metal_stack.png
Drawn at 3 px/µm.
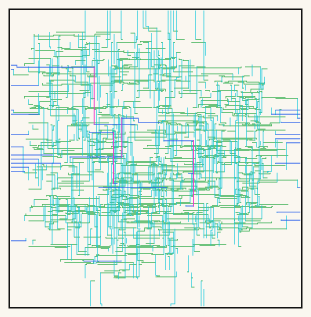
cell_classes.png
Drawn at 3 px/µm.
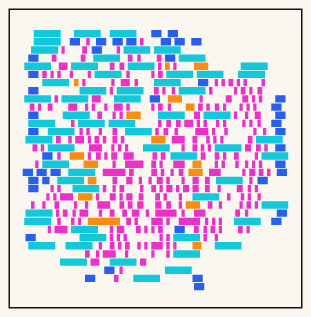
[src/rtl/qspi_slave_core_pkg.sv]
// Shared definitions for the multi-lane SPI slave: FSM encodings and width helpers.
package qspi_slave_core_pkg;

    // state   | meaning
    // IDLE    | no frame, waiting for synced ss fall
    // CMD     | shifting in the command word
    // TURN    | dummy sclk cycles before read data
    // RD      | driving tx words on falling sclk
    // WR      | shifting rx words into the holding register
    localparam logic [2:0] ST_IDLE = 3'd0;
    localparam logic [2:0] ST_CMD  = 3'd1;
    localparam logic [2:0] ST_TURN = 3'd2;
    localparam logic [2:0] ST_RD   = 3'd3;
    localparam logic [2:0] ST_WR   = 3'd4;

    function automatic int qspi_cnt_w(input int lanes, input int data_w);
        return $clog2(data_w / lanes) + 1;
    endfunction

    function automatic int qspi_turn_w(input int turn);
        return $clog2(turn + 1) + 1;
    endfunction

endpackage

[src/rtl/qspi_slave_core_if.sv]
// Pin and stream bundle between the SPI slave core and its surroundings.
interface qspi_slave_core_if #(
    parameter int LANES  = 2,
    parameter int DATA_W = 8
);
    logic              io_ss;
    logic              io_sclk;
    logic [LANES-1:0]  io_qd_read;
    logic [LANES-1:0]  io_qd_write;
    logic [LANES-1:0]  io_qd_writeEnable;
    logic [DATA_W-1:0] io_cmd;
    logic              io_cmd_valid;
    logic [DATA_W-1:0] io_rx_data;
    logic              io_rx_valid;
    logic              io_rx_ready;
    logic [DATA_W-1:0] io_tx_data;
    logic              io_tx_valid;
    logic              io_tx_ready;
    logic              io_busy;
    logic              io_rx_overrun;
    logic              io_tx_underrun;

    modport slave (
        input  io_ss, io_sclk, io_qd_read, io_rx_ready, io_tx_data, io_tx_valid,
        output io_qd_write, io_qd_writeEnable, io_cmd, io_cmd_valid, io_rx_data,
               io_rx_valid, io_tx_ready, io_busy, io_rx_overrun, io_tx_underrun
    );

    modport master (
        output io_ss, io_sclk, io_qd_read, io_rx_ready, io_tx_data, io_tx_valid,
        input  io_qd_write, io_qd_writeEnable, io_cmd, io_cmd_valid, io_rx_data,
               io_rx_valid, io_tx_ready, io_busy, io_rx_overrun, io_tx_underrun
    );
endinterface

[src/rtl/qspi_slave_core_sync_edge.sv]
// Two-flop synchroniser followed by an edge-detect flop, for a bundle of W bits.
module qspi_slave_core_sync_edge #(
    parameter int W = 1
) (
    input  logic         clk,
    input  logic         reset,
    input  logic [W-1:0] d_in,
    output logic [W-1:0] level,
    output logic [W-1:0] rise,
    output logic [W-1:0] fall
);
    logic [W-1:0] meta_q, meta_d;
    logic [W-1:0] sync_q, sync_d;
    logic [W-1:0] prev_q, prev_d;

    always_comb begin
        meta_d = d_in;
        sync_d = meta_q;
        prev_d = sync_q;
    end

    // Reset to 0 so a pin already low after reset produces no fall edge.
    always_ff @(posedge clk or posedge reset) begin
        if (reset) begin
            meta_q <= '0;
            sync_q <= '0;
            prev_q <= '0;
        end else begin
            meta_q <= meta_d;
            sync_q <= sync_d;
            prev_q <= prev_d;
        end
    end

    assign level = sync_q;
    assign rise  = sync_q & ~prev_q;
    assign fall  = ~sync_q & prev_q;
endmodule

[src/rtl/qspi_slave_core.sv]
// Multi-lane SPI slave engine: oversampled mode-0 pins, command word, then write or read stream.
module qspi_slave_core
    import qspi_slave_core_pkg::*;
#(
    parameter int          LANES   = 2,
    parameter int          DATA_W  = 8,
    parameter int          TURN    = 2,
    parameter logic [31:0] IDLE_TX = 32'hFF
) (
    input logic              clk,
    input logic              reset,
    qspi_slave_core_if.slave bus
);
    localparam int SHIFTS = DATA_W / LANES;
    localparam int CNT_W  = qspi_cnt_w(LANES, DATA_W);
    localparam int TURN_W = qspi_turn_w(TURN);

    localparam logic [CNT_W-1:0]  LAST_SHIFT  = CNT_W'(SHIFTS - 1);
    localparam logic [CNT_W-1:0]  WORD_SHIFTS = CNT_W'(SHIFTS);
    localparam logic [TURN_W-1:0] TURN_LAST   = TURN_W'((TURN > 0) ? TURN - 1 : 0);
    localparam logic [DATA_W-1:0] IDLE_WORD   = DATA_W'(IDLE_TX);

    logic             ss_lvl, ss_rise, ss_fall;
    logic             sclk_lvl, sclk_rise, sclk_fall;
    logic [LANES-1:0] lanes_s, lanes_rise, lanes_fall;

    qspi_slave_core_sync_edge #(.W(1)) u_sync_ss (
        .clk(clk), .reset(reset), .d_in(bus.io_ss),
        .level(ss_lvl), .rise(ss_rise), .fall(ss_fall)
    );

    qspi_slave_core_sync_edge #(.W(1)) u_sync_sclk (
        .clk(clk), .reset(reset), .d_in(bus.io_sclk),
        .level(sclk_lvl), .rise(sclk_rise), .fall(sclk_fall)
    );

    qspi_slave_core_sync_edge #(.W(LANES)) u_sync_lanes (
        .clk(clk), .reset(reset), .d_in(bus.io_qd_read),
        .level(lanes_s), .rise(lanes_rise), .fall(lanes_fall)
    );

    wire unused_sync = &{1'b0, ss_lvl, sclk_lvl, lanes_rise, lanes_fall};

    logic [2:0]        state_q, state_d;
    logic [DATA_W-1:0] shreg_q, shreg_d;
    logic [DATA_W-1:0] tx_shreg_q, tx_shreg_d;
    logic [DATA_W-1:0] cmd_q, cmd_d;
    logic [DATA_W-1:0] rx_data_q, rx_data_d;
    logic [CNT_W-1:0]  bit_cnt_q, bit_cnt_d;
    logic [CNT_W-1:0]  tx_cnt_q, tx_cnt_d;
    logic [TURN_W-1:0] turn_cnt_q, turn_cnt_d;
    logic [LANES-1:0]  qd_out_q, qd_out_d;
    logic              oe_q, oe_d;
    logic              cmd_valid_q, cmd_valid_d;
    logic              rx_valid_q, rx_valid_d;
    logic              rx_overrun_q, rx_overrun_d;
    logic              tx_underrun_q, tx_underrun_d;
    logic              tx_ready_q, tx_ready_d;
    logic              busy_q, busy_d;

    logic [DATA_W-1:0] word_next;
    logic [DATA_W-1:0] tx_word;
    logic              word_done;

    always_comb begin
        state_d       = state_q;
        shreg_d       = shreg_q;
        tx_shreg_d    = tx_shreg_q;
        cmd_d         = cmd_q;
        rx_data_d     = rx_data_q;
        bit_cnt_d     = bit_cnt_q;
        tx_cnt_d      = tx_cnt_q;
        turn_cnt_d    = turn_cnt_q;
        qd_out_d      = qd_out_q;
        cmd_valid_d   = 1'b0;
        rx_valid_d    = rx_valid_q;
        rx_overrun_d  = rx_overrun_q;
        tx_underrun_d = tx_underrun_q;
        tx_ready_d    = 1'b0;
        busy_d        = busy_q;

        word_next = DATA_W'({shreg_q, lanes_s});
        word_done = (bit_cnt_q == LAST_SHIFT);
        tx_word   = bus.io_tx_valid ? bus.io_tx_data : IDLE_WORD;

        if (rx_valid_q && bus.io_rx_ready) begin
            rx_valid_d = 1'b0;
        end

        if (ss_rise) begin
            state_d    = ST_IDLE;
            busy_d     = 1'b0;
            bit_cnt_d  = '0;
            tx_cnt_d   = '0;
            turn_cnt_d = '0;
        end else begin
            case (state_q)
                ST_IDLE: begin
                    if (ss_fall) begin
                        state_d       = ST_CMD;
                        busy_d        = 1'b1;
                        rx_overrun_d  = 1'b0;
                        tx_underrun_d = 1'b0;
                        bit_cnt_d     = '0;
                        qd_out_d      = '0;
                    end
                end
                ST_CMD: begin
                    if (sclk_rise) begin
                        shreg_d   = word_next;
                        bit_cnt_d = bit_cnt_q + 1'b1;
                        if (word_done) begin
                            bit_cnt_d   = '0;
                            cmd_d       = word_next;
                            cmd_valid_d = 1'b1;
                            if (word_next[DATA_W-1]) begin
                                // First read word is fetched as the turnaround begins.
                                state_d       = (TURN == 0) ? ST_RD : ST_TURN;
                                turn_cnt_d    = '0;
                                tx_shreg_d    = tx_word;
                                tx_cnt_d      = '0;
                                tx_ready_d    = bus.io_tx_valid;
                                tx_underrun_d = tx_underrun_q | ~bus.io_tx_valid;
                            end else begin
                                state_d = ST_WR;
                            end
                        end
                    end
                end
                ST_TURN: begin
                    if (sclk_rise) begin
                        if (turn_cnt_q == TURN_LAST) begin
                            state_d = ST_RD;
                        end else begin
                            turn_cnt_d = turn_cnt_q + 1'b1;
                        end
                    end
                end
                ST_RD: begin
                    if (sclk_fall) begin
                        // A new word is fetched only when its first bits are needed.
                        if (tx_cnt_q == WORD_SHIFTS) begin
                            qd_out_d      = tx_word[DATA_W-1 -: LANES];
                            tx_shreg_d    = tx_word << LANES;
                            tx_cnt_d      = CNT_W'(1);
                            tx_ready_d    = bus.io_tx_valid;
                            tx_underrun_d = tx_underrun_q | ~bus.io_tx_valid;
                        end else begin
                            qd_out_d   = tx_shreg_q[DATA_W-1 -: LANES];
                            tx_shreg_d = tx_shreg_q << LANES;
                            tx_cnt_d   = tx_cnt_q + 1'b1;
                        end
                    end
                end
                ST_WR: begin
                    if (sclk_rise) begin
                        shreg_d   = word_next;
                        bit_cnt_d = bit_cnt_q + 1'b1;
                        if (word_done) begin
                            bit_cnt_d = '0;
                            if (!rx_valid_q || bus.io_rx_ready) begin
                                rx_data_d  = word_next;
                                rx_valid_d = 1'b1;
                            end else begin
                                rx_overrun_d = 1'b1;
                            end
                        end
                    end
                end
                default: state_d = ST_IDLE;
            endcase
        end

        oe_d = (state_d == ST_RD);
    end

    always_ff @(posedge clk or posedge reset) begin
        if (reset) begin
            state_q       <= ST_IDLE;
            shreg_q       <= '0;
            tx_shreg_q    <= '0;
            cmd_q         <= '0;
            rx_data_q     <= '0;
            bit_cnt_q     <= '0;
            tx_cnt_q      <= '0;
            turn_cnt_q    <= '0;
            qd_out_q      <= '0;
            oe_q          <= 1'b0;
            cmd_valid_q   <= 1'b0;
            rx_valid_q    <= 1'b0;
            rx_overrun_q  <= 1'b0;
            tx_underrun_q <= 1'b0;
            tx_ready_q    <= 1'b0;
            busy_q        <= 1'b0;
        end else begin
            state_q       <= state_d;
            shreg_q       <= shreg_d;
            tx_shreg_q    <= tx_shreg_d;
            cmd_q         <= cmd_d;
            rx_data_q     <= rx_data_d;
            bit_cnt_q     <= bit_cnt_d;
            tx_cnt_q      <= tx_cnt_d;
            turn_cnt_q    <= turn_cnt_d;
            qd_out_q      <= qd_out_d;
            oe_q          <= oe_d;
            cmd_valid_q   <= cmd_valid_d;
            rx_valid_q    <= rx_valid_d;
            rx_overrun_q  <= rx_overrun_d;
            tx_underrun_q <= tx_underrun_d;
            tx_ready_q    <= tx_ready_d;
            busy_q        <= busy_d;
        end
    end

    assign bus.io_qd_write       = qd_out_q;
    assign bus.io_qd_writeEnable = {LANES{oe_q}};
    assign bus.io_cmd            = cmd_q;
    assign bus.io_cmd_valid      = cmd_valid_q;
    assign bus.io_rx_data        = rx_data_q;
    assign bus.io_rx_valid       = rx_valid_q;
    assign bus.io_tx_ready       = tx_ready_q;
    assign bus.io_busy           = busy_q;
    assign bus.io_rx_overrun     = rx_overrun_q;
    assign bus.io_tx_underrun    = tx_underrun_q;
endmodule

[src/flat_wrapper.sv]
// flat-port wrapper written by rule: the top's interface ports become plain ports
module qspi_slave_core_flat import qspi_slave_core_pkg::*;
#(
    parameter int          LANES   = 2,
    parameter int          DATA_W  = 8,
    parameter int          TURN    = 2,
    parameter logic [31:0] IDLE_TX = 32'hFF
)
  (clk, reset, bus_io_ss, bus_io_sclk, bus_io_qd_read, bus_io_rx_ready, bus_io_tx_data, bus_io_tx_valid, bus_io_qd_write, bus_io_qd_writeEnable, bus_io_cmd, bus_io_cmd_valid, bus_io_rx_data, bus_io_rx_valid, bus_io_tx_ready, bus_io_busy, bus_io_rx_overrun, bus_io_tx_underrun);
  qspi_slave_core_if #(.LANES(LANES), .DATA_W(DATA_W)) bus_i ();
  input logic clk;
  input logic reset;
  input wire logic [$bits(bus_i.io_ss)-1:0] bus_io_ss;
  input wire logic [$bits(bus_i.io_sclk)-1:0] bus_io_sclk;
  input wire logic [$bits(bus_i.io_qd_read)-1:0] bus_io_qd_read;
  input wire logic [$bits(bus_i.io_rx_ready)-1:0] bus_io_rx_ready;
  input wire logic [$bits(bus_i.io_tx_data)-1:0] bus_io_tx_data;
  input wire logic [$bits(bus_i.io_tx_valid)-1:0] bus_io_tx_valid;
  output wire logic [$bits(bus_i.io_qd_write)-1:0] bus_io_qd_write;
  output wire logic [$bits(bus_i.io_qd_writeEnable)-1:0] bus_io_qd_writeEnable;
  output wire logic [$bits(bus_i.io_cmd)-1:0] bus_io_cmd;
  output wire logic [$bits(bus_i.io_cmd_valid)-1:0] bus_io_cmd_valid;
  output wire logic [$bits(bus_i.io_rx_data)-1:0] bus_io_rx_data;
  output wire logic [$bits(bus_i.io_rx_valid)-1:0] bus_io_rx_valid;
  output wire logic [$bits(bus_i.io_tx_ready)-1:0] bus_io_tx_ready;
  output wire logic [$bits(bus_i.io_busy)-1:0] bus_io_busy;
  output wire logic [$bits(bus_i.io_rx_overrun)-1:0] bus_io_rx_overrun;
  output wire logic [$bits(bus_i.io_tx_underrun)-1:0] bus_io_tx_underrun;
  assign bus_i.io_ss = bus_io_ss;
  assign bus_i.io_sclk = bus_io_sclk;
  assign bus_i.io_qd_read = bus_io_qd_read;
  assign bus_i.io_rx_ready = bus_io_rx_ready;
  assign bus_i.io_tx_data = bus_io_tx_data;
  assign bus_i.io_tx_valid = bus_io_tx_valid;
  assign bus_io_qd_write = bus_i.io_qd_write;
  assign bus_io_qd_writeEnable = bus_i.io_qd_writeEnable;
  assign bus_io_cmd = bus_i.io_cmd;
  assign bus_io_cmd_valid = bus_i.io_cmd_valid;
  assign bus_io_rx_data = bus_i.io_rx_data;
  assign bus_io_rx_valid = bus_i.io_rx_valid;
  assign bus_io_tx_ready = bus_i.io_tx_ready;
  assign bus_io_busy = bus_i.io_busy;
  assign bus_io_rx_overrun = bus_i.io_rx_overrun;
  assign bus_io_tx_underrun = bus_i.io_tx_underrun;
  qspi_slave_core #(.LANES(LANES), .DATA_W(DATA_W), .TURN(TURN), .IDLE_TX(IDLE_TX)) u_core (.clk(clk), .reset(reset), .bus(bus_i));
endmodule
[config.mk]
export PLATFORM = sky130hd
export DESIGN_NAME = qspi_slave_core_flat
export DESIGN_NICKNAME = d
export VERILOG_FILES = /design/src/rtl/qspi_slave_core_pkg.sv /design/src/rtl/qspi_slave_core_if.sv /design/src/rtl/qspi_slave_core_sync_edge.sv /design/src/rtl/qspi_slave_core.sv /design/src/flat_wrapper.sv
export SDC_FILE = /design/constraint.sdc
export NUM_CORES = 1
export LEC_CHECK = 0
export ABC_AREA = 1
export CELL_PAD_IN_SITES_DETAIL_PLACEMENT = 1
export CELL_PAD_IN_SITES_GLOBAL_PLACEMENT = 1
export CORE_AREA = 4 4 93 95
export DETAILED_ROUTE_END_ITERATION = 8
export DIE_AREA = 0 0 97 99
export PLACE_DENSITY = 0.81
export REMOVE_ABC_BUFFERS = 1
export SETUP_SLACK_MARGIN = 0.05
export SYNTH_ARGS = -nofsm -noshare
export SYNTH_HDL_FRONTEND = slang
export SYNTH_SLANG_ARGS = --single-unit
[constraint.sdc]
create_clock -name clk -period 3.3 [get_ports clk]
set_input_delay 0.66 -clock clk [delete_from_list [all_inputs] [get_ports clk]]
set_output_delay 0.66 -clock clk [all_outputs]
set_load 0.02 [all_outputs]
==> flow_summary.ini <==
; implementation run metrics
[drt]
viasPerCell = 4.951
wire_per_inst_um = 14.52
first_pass_iters = 4
wl_met3_um = 281
wl_um = 7361
drc_errors = 0
highest_layer = met4
wl_met2_um = 3611
antenna_left = 0
via_count = 2510
drt-initial-drc-count = 99
wl_met1_um = 3398

[critical_path]
regToRegSetupSlack_ps = 1400
r2r_end = u_core.turn_cnt_q[1]
worstPathMaxFanout = 2
worstSetupPathDepth = 1
startpoint = u_core.bus.io_cmd[4]
endpoint = bus_io_cmd[4]
crit_slowest_cell = clkdlybuf4s50_1
path_class = flop to output pin
reg2regPathDepth = 9
rr_startpoint = u_core.u_sync_ss.prev_q
cp-end-kind = output pin
crit_path_start_kind = flop
critPathBufInv = 1
slowest_delay_ps = 630
arrival_ps = 1340
worstPathRequired_ps = 2640
cp_top_family = buffers and inverters
worstPathCellList = clkdlybuf4s50_1

[synth]
ys_types = 32
yosysCellCount = 360
ys_sh_xor_pct = 0.5742
yosysWarnings = 0
netlist_area_um2 = 3050
aoi_share_pct = 9.188
ys.flops = 61
avgSynthCellArea_um2 = 8.473
synthArstFlopShare_pct = 100.0
edf_count = 0
synth.top_cell.area_share_pct = 50.04
yosys_area_um2 = 3050
ys_sh_mux_pct = 0
ff_type = dfrtp_1
ys_seq_share_pct = 50.04
synthCells = 360
top_area_cell = dfrtp_1
ys_top_cells_by_area = dfrtp_1 (50%), nand2_1 (11%), nand3_1 (5.1%)
ys_sh_adder_pct = 2.871
simple_gate_share_pct = 29.08
synthTopLogicFamily = simple AND/OR/NAND/NOR gates

[timing]
hold_viol = 0
relSlewSlack_pct = 46.77
fmax_mhz = 500.6
finalCritPeriodShare_pct = 60.54
rsz0062_at_grt = false
setup_slack_ps = 1302
tightest_slew_ps = 798.5
setup_viol = 0
skew_ps = 10.32
setup_tns_ps = 0
drv_slew = 0
period_minus_slack_ps = 1998

[grt]
grt_usage_pct = 16.39
grt_pass1_wl_um = 13100
grt_use_met1_pct = 21.52
grt-ovfl-total = 0
grt_start_max_net_pins = 62
top_usage_layer = met2
use_met3_pct = 3.822
grt_pass1_vias = 2707
antenna_found_initial = 0
met2_usage_pct = 26.96

[min_path]
hold_path.class = flop to flop
min_path_cells = 0
worstHoldStart = u_core.u_sync_lanes.meta_q[1]
min_to = u_core.u_sync_lanes.level[1]

[flow_run]
tool_warnings = 28
max_cap_viol_count = 0

[power]
max-vdd-ir-drop_mv = 0.2069
p_leak_uw = 0.001824
power.density_nw_per_um2 = 513.1
finalPower_uw = 1899

[cts]
cts_buffer_depth = 2
ctsResizeCount = 0
clock_sinks = 61
cts_buffers = 9
htree_levels = 3
cts_tree = built
clk_pin_slew_ps = 80
clock_latency_ps = 340
root_buffer = clkbuf_8
hold_buffers = 0
post_cts_buffers = 0

[final_layout]
finalNetCount = 423
instances_no_fill = 507
drive_above_1_share_pct = 12.35
antenna_cells = 0
syn_to_final_growth_pct = 21.33

[placed_design]
place_congestion = 0.8117
dp_slack_ps = 1299
dpl.hpwl_um = 5062
io_buffers = 41
dp_cells = 491

[floorplan]
dieWidth_um = 97
fp.dieH_um = 99
die-area_um2 = 9603
ios = 42
fp_util_pct = 39.48
coreArea_um2 = 7727
row_count = 32

[status]
status = finished, final reports clean
## Picture notes: metal_stack.png
magenta -> met4  # wire length 70.7 µm
green -> met1  # wire length 3,400 µm
cyan -> met2  # wire length 3,610 µm
blue -> met3  # wire length 282 µm

## Picture notes: cell_classes.png
orange -> clock drivers and dummy loads  # cells 16, share of their area 5.6%
magenta -> all other logic  # cells 286, share of their area 40%
blue -> other buffers and delay cells  # cells 42, share of their area 12%
cyan -> flip-flops  # cells 61, share of their area 43%

-- layout by cell type, fill, tap and decap left out, drive strengths merged --
cell	count
clkbuf	9
nor2	42
o211ai	1
or2	1
nand4	6
bufinv	1
nand3b	1
o21ai	36
nand3	33
a21oi	6
clkinv	5
nor3	1
clkdlybuf4s50	41
inv	43
nand2	102
dfrtp	61
buf	1
a31oi	5
o22a	1
xnor2	1
ha	7
xor2	1
-- stage by stage --
step                instance area, µm²  utilization [%]  hold slack [ps]
floorplan                         2957                -            331.2
global placement                  3502            45.32            331.5
detailed placement                3502            45.32            337.3
CTS                               3701            47.90            354.8
global route                      3701            47.90            364.7
finish                            3701            47.90            352.4
-- cell type report --
class	instances	area, µm²
Inverter	42	157.7
Clock buffer	9	123.9
Multi-Input combinational cell	244	1272
Fill cell	899	4026
Tap cell	102	127.6
Clock inverter	7	75.07
Sequential cell	61	1526
Timing Repair Buffer	42	417.9
-- sequential cells by signal (all words and copies together) (netlist names), 2 cells and up --
signal	cells
u_core.shreg_q	6
u_core.bus.io_cmd	8
u_core.bit_cnt_q	3
u_core.u_sync_lanes.level	2
u_core.tx_cnt_q	3
u_core.state_q	3
u_core.turn_cnt_q	3
u_core.bus.io_rx_data	8
u_core.tx_shreg_q	8
u_core.u_sync_lanes.meta_q	2
u_core.bus.io_qd_write	2
-- where the power goes --
part	switching, µW	internal, µW	leakage (µW)
logic	207	121	0.000921
clock network	329	353	0.000104
registers	57.8	831	0.000800
total	593	1310	0.00182
-- synthesized netlist by cell type (5+ instances only) --
cell type	count
a21oi_1	6
a31oi_1	5
buf_4	5
dfrtp_1	61
ha_1	7
inv_1	36
inv_2	6
nand2_1	93
nand2_2	5
nand3_1	31
nand4_1	5
nor2_1	35
o21ai_0	17
o21ai_1	13
o21ai_2	6
Power figures rest on the tool's default switching activity, not on a simulated workload.
